Fig. 1: wire density map
(3 px per um) The die is cut into 19 by 19 equal tiles; dark purple is low, yellow is high, scaled to the fullest tile. Values are wire area over tile area, all layers added.
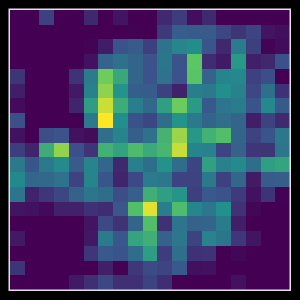
Fig. 2: metal layers overlaid
(4 px per um) Only two layers are drawn.
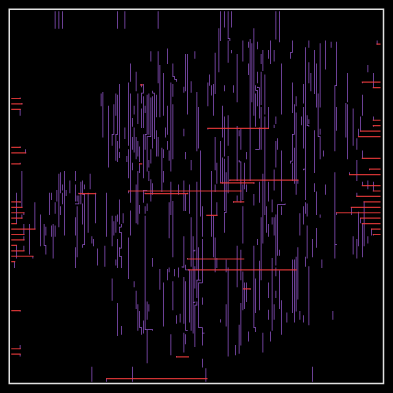
File: config.mk
export PLATFORM = sky130hd
export DESIGN_NAME = ps2_key_tracker
export DESIGN_NICKNAME = d
export VERILOG_FILES = /design/src/rtl/ps2_key_tracker.sv
export SDC_FILE = /design/constraint.sdc
export NUM_CORES = 1
export LEC_CHECK = 0
export CORE_MARGIN = 1
export CORE_UTILIZATION = 33
export DETAILED_ROUTE_END_ITERATION = 8
export SYNTH_ARGS = -nofsm -noshare
export SYNTH_HDL_FRONTEND = slang
export SYNTH_SLANG_ARGS = --single-unit
File: constraint.sdc
create_clock -name i_clk -period 2.74 [get_ports i_clk]
set_input_delay 0.274 -clock i_clk [delete_from_list [all_inputs] [get_ports i_clk]]
set_output_delay 0.274 -clock i_clk [all_outputs]
set_load 0.1 [all_outputs]
File: src/rtl/ps2_key_tracker.sv
// -----------------------------------------------------------------------------
// ps2_key_tracker
//   Decodes PS/2 make / break / E0-extended scan-code sequences for a table of
//   keys, keeps a live pressed bitmap, drops typematic repeats and queues
//   press/release events in a FIFO that is drained over a registered bus port.
//
// Ports:
//   i_clk          system clock
//   i_reset_n      asynchronous active-low reset
//   i_rx_data      received scan-code byte (already in i_clk domain)
//   i_rx_valid     one-cycle strobe qualifying i_rx_data
//   i_rd_en        bus read strobe
//   i_addr         read register: 0 bitmap, 1 pop, 2 status, 3 zero
//   o_rd_data      registered read data
//   o_rd_valid     pulses the cycle after i_rd_en
//   o_key_state    live pressed bitmap, bit i = table entry i
//   o_evt_pending  event FIFO not empty
// -----------------------------------------------------------------------------
module ps2_key_tracker #(
   parameter int                    NUM_KEYS   = 10,
   parameter logic [9*NUM_KEYS-1:0] KEY_CODES  = '0,
   parameter int                    FIFO_DEPTH = 8,
   parameter int                    BUS_WIDTH  = 32
) (
   input  logic                 i_clk,
   input  logic                 i_reset_n,
   input  logic [7:0]           i_rx_data,
   input  logic                 i_rx_valid,
   input  logic                 i_rd_en,
   input  logic [1:0]           i_addr,
   output logic [BUS_WIDTH-1:0] o_rd_data,
   output logic                 o_rd_valid,
   output logic [NUM_KEYS-1:0]  o_key_state,
   output logic                 o_evt_pending
);

   localparam int PW = $clog2(FIFO_DEPTH);
   localparam int KW = (NUM_KEYS < BUS_WIDTH) ? NUM_KEYS : BUS_WIDTH;

   typedef enum logic [1:0] {S_IDLE, S_EXT, S_BRK, S_EXT_BRK} state_t;

   state_t               r_state, w_state_nxt;
   logic                 w_make, w_brk, w_ext;
   logic [NUM_KEYS-1:0]  w_hit_vec, w_set, w_clr;
   logic [4:0]           w_idx;
   logic                 w_push;
   logic [5:0]           w_evt;

   logic [NUM_KEYS-1:0]  r_key_state;
   logic [5:0]           r_mem [FIFO_DEPTH];
   logic [PW-1:0]        r_wr_ptr, r_rd_ptr;
   logic [6:0]           r_count;
   logic                 r_ovf;
   logic                 w_full, w_empty, w_pop, w_wr, w_ovf_set;

   logic [BUS_WIDTH-1:0] w_rd_nxt, r_rd_data;
   logic                 r_rd_valid;

   // ---------------- parser FSM: state register ----------------
   always_ff @(posedge i_clk or negedge i_reset_n) begin
      if (!i_reset_n) r_state <= S_IDLE;
      else            r_state <= w_state_nxt;
   end

   // ---------------- parser FSM: next state ----------------
   always_comb begin
      w_state_nxt = r_state;
      if (i_rx_valid) begin
         case (r_state)
            S_IDLE: begin
               if      (i_rx_data == 8'hE0) w_state_nxt = S_EXT;
               else if (i_rx_data == 8'hF0) w_state_nxt = S_BRK;
               else                         w_state_nxt = S_IDLE;
            end
            S_EXT: begin
               if      (i_rx_data == 8'hF0) w_state_nxt = S_EXT_BRK;
               else if (i_rx_data == 8'hE0) w_state_nxt = S_EXT;
               else                         w_state_nxt = S_IDLE;
            end
            default: w_state_nxt = S_IDLE;  // BRK / EXT_BRK consume one byte
         endcase
      end
   end

   // ---------------- parser FSM: outputs (make/break decode) ----------------
   always_comb begin
      w_make = 1'b0;
      w_brk  = 1'b0;
      w_ext  = 1'b0;
      if (i_rx_valid) begin
         case (r_state)
            S_IDLE: begin
               // prefixes, keyboard replies (ACK/BAT/echo/resend/error) and
               // the E1 pause prefix never name a key
               case (i_rx_data)
                  8'hE0, 8'hF0, 8'hFA, 8'hAA, 8'hEE,
                  8'hFE, 8'h00, 8'hFF, 8'hE1: w_make = 1'b0;
                  default:                    w_make = 1'b1;
               endcase
            end
            S_EXT: begin
               w_ext  = 1'b1;
               w_make = (i_rx_data != 8'hF0) && (i_rx_data != 8'hE0);
            end
            S_BRK:     w_brk = 1'b1;
            S_EXT_BRK: begin
               w_brk = 1'b1;
               w_ext = 1'b1;
            end
            default: ;
         endcase
      end
   end

   // ---------------- key table lookup ----------------
   // Entries are unique, so at most one hit; the index loop needs no priority.
   always_comb begin
      w_hit_vec = '0;
      w_idx     = '0;
      for (int i = 0; i < NUM_KEYS; i++) begin
         if (KEY_CODES[9*i +: 9] == {w_ext, i_rx_data}) begin
            w_hit_vec[i] = 1'b1;
            w_idx        = 5'(i);
         end
      end
   end

   // Only real transitions produce events; repeats and stray breaks fall out.
   assign w_set  = w_make ? (w_hit_vec & ~r_key_state) : '0;
   assign w_clr  = w_brk  ? (w_hit_vec &  r_key_state) : '0;
   assign w_push = |(w_set | w_clr);
   assign w_evt  = {w_make, w_idx};

   always_ff @(posedge i_clk or negedge i_reset_n) begin
      if (!i_reset_n) r_key_state <= '0;
      else            r_key_state <= (r_key_state | w_set) & ~w_clr;
   end

   // ---------------- event FIFO ----------------
   assign w_full    = (r_count == 7'(FIFO_DEPTH));
   assign w_empty   = (r_count == 7'd0);
   assign w_pop     = i_rd_en && (i_addr == 2'd1) && !w_empty;
   // A pop in the same cycle frees the slot being written (wr_ptr == rd_ptr
   // when full); the read captures the old entry at this edge.
   assign w_wr      = w_push && (!w_full || w_pop);
   assign w_ovf_set = w_push && w_full && !w_pop;

   always_ff @(posedge i_clk) begin
      if (w_wr) r_mem[r_wr_ptr] <= w_evt;
   end

   always_ff @(posedge i_clk or negedge i_reset_n) begin
      if (!i_reset_n) begin
         r_wr_ptr <= '0;
         r_rd_ptr <= '0;
         r_count  <= '0;
         r_ovf    <= 1'b0;
      end else begin
         if (w_wr)  r_wr_ptr <= r_wr_ptr + PW'(1);
         if (w_pop) r_rd_ptr <= r_rd_ptr + PW'(1);
         case ({w_wr, w_pop})
            2'b10:   r_count <= r_count + 7'd1;
            2'b01:   r_count <= r_count - 7'd1;
            default: ;
         endcase
         // a new overflow beats the clear-on-read of the status register
         if (w_ovf_set)                          r_ovf <= 1'b1;
         else if (i_rd_en && (i_addr == 2'd2))   r_ovf <= 1'b0;
      end
   end

   // ---------------- bus read port ----------------
   always_comb begin
      w_rd_nxt = '0;
      if (i_rd_en) begin
         case (i_addr)
            2'd0: w_rd_nxt[KW-1:0] = r_key_state[KW-1:0];
            2'd1: if (!w_empty) begin
               w_rd_nxt[15]  = 1'b1;
               w_rd_nxt[5:0] = r_mem[r_rd_ptr];
            end
            2'd2: begin
               w_rd_nxt[6:0] = r_count;
               w_rd_nxt[8]   = r_ovf;
            end
            default: ;
         endcase
      end
   end

   always_ff @(posedge i_clk or negedge i_reset_n) begin
      if (!i_reset_n) begin
         r_rd_data  <= '0;
         r_rd_valid <= 1'b0;
      end else begin
         r_rd_data  <= w_rd_nxt;
         r_rd_valid <= i_rd_en;
      end
   end

   assign o_rd_data     = r_rd_data;
   assign o_rd_valid    = r_rd_valid;
   assign o_key_state   = r_key_state;
   assign o_evt_pending = !w_empty;

endmodule

==> results.cfg <==
; generated from flow reports
[outcome]
status = completed

[place]
placed_cell_area_mm2 = 0.00337
hpwl_um = 4040
gp_routability_congestion = 0.881
place_ws_ps = -103

[layout]
comb_share_pct = 35.2
postLayoutCellArea_mm2 = 0.00353
nets = 313
multi_input_comb_cells = 148
final_common_cell = buf_4
fillerInstances = 737
clock_buffers = 5
final_layout_top_logic_cells = buf_4 (62), dfrtp_1 (30), conb_1 (21)
fin_util_pct = 44.7
drive_above_1_share_pct = 38.4
antenna_cells = 0
signal_buffers = 75
regArea_mm2 = 0.00145
seq_share_pct = 41.1

[grt]
use_met1_pct = 16.9
grt_pass1_wl_um = 8970
grt_busiest_layer = met2
overflow = 0
track_usage_pct = 13.3
grt_pass1_vias = 1914

[die]
std_cell_rows = 32
ios = 58
die_x_um = 93.2

[synth]
synthFlopType = dfrtp_1
async_reset_ff_share_pct = 70.4
synthAoiAreaFrac_pct = 6.57
synth-adder-area-share_pct = 3.92
synth-xor-area-share_pct = 3.19
synth_cells = 215
ys_seq_elements = 54
ys_cells = 215
yosys_warnings = 0
synth_chip_area_mm2 = 0.00274

[pwr]
seqPwrFrac_pct = 43.7
p_switching_uw = 889
p_seq_mw = 1.04
powerComb_uw = 903
switching_share_pct = 37.3
irDropWorstVdd_uv = 210

[setup_path]
start_kind = flop
cp_num_buf_inv = 2
cp_max_fo = 5
cp_data_required_time_ps = 2980
reg2reg_from = o_key_state[4]
crit_path_end = r_count[6]
startpoint = o_key_state[4]
crit_slowest_cell = or4_4
crit_family = simple AND/OR/NAND/NOR gates
crit_cells = 11
slowest_delay_ps = 510

[clocking]
clock.latency.late_pin_ps = 310
cts_tree = yes
cts_made_buffers = 5

[timing]
tns_ps = 0
slew_violations = 0
hold_ws_ps = 55.0
skew_ps = 8.17
finalClockPeriodUsage_pct = 99.6
slew_headroom_pct = 43.5
tightest_slew_ps = 847
period_minus_slack_ps = 2730
hold_viol_final = 0

[detailed_routing]
routed.top_layer = met4
antenna_left = 0
wl_met3_um = 293
firstDrtPassIters = 4
wl_met1_um = 2370
wire_per_inst_um = 13.6

[run]
warning_count = 28
-- Fig. 1 (at the start) --
fullest tile: 0.43
nearly empty tiles: 27%
emptiest ninth of the die: south-west
tiles over half the peak: 12%
mean over tiles: 0.098

-- Fig. 2 (at the start) --
| layer | colour | wire length |
|---|---|---|
| metal 2 | purple | 2580 um |
| metal 3 | red | 294 um |

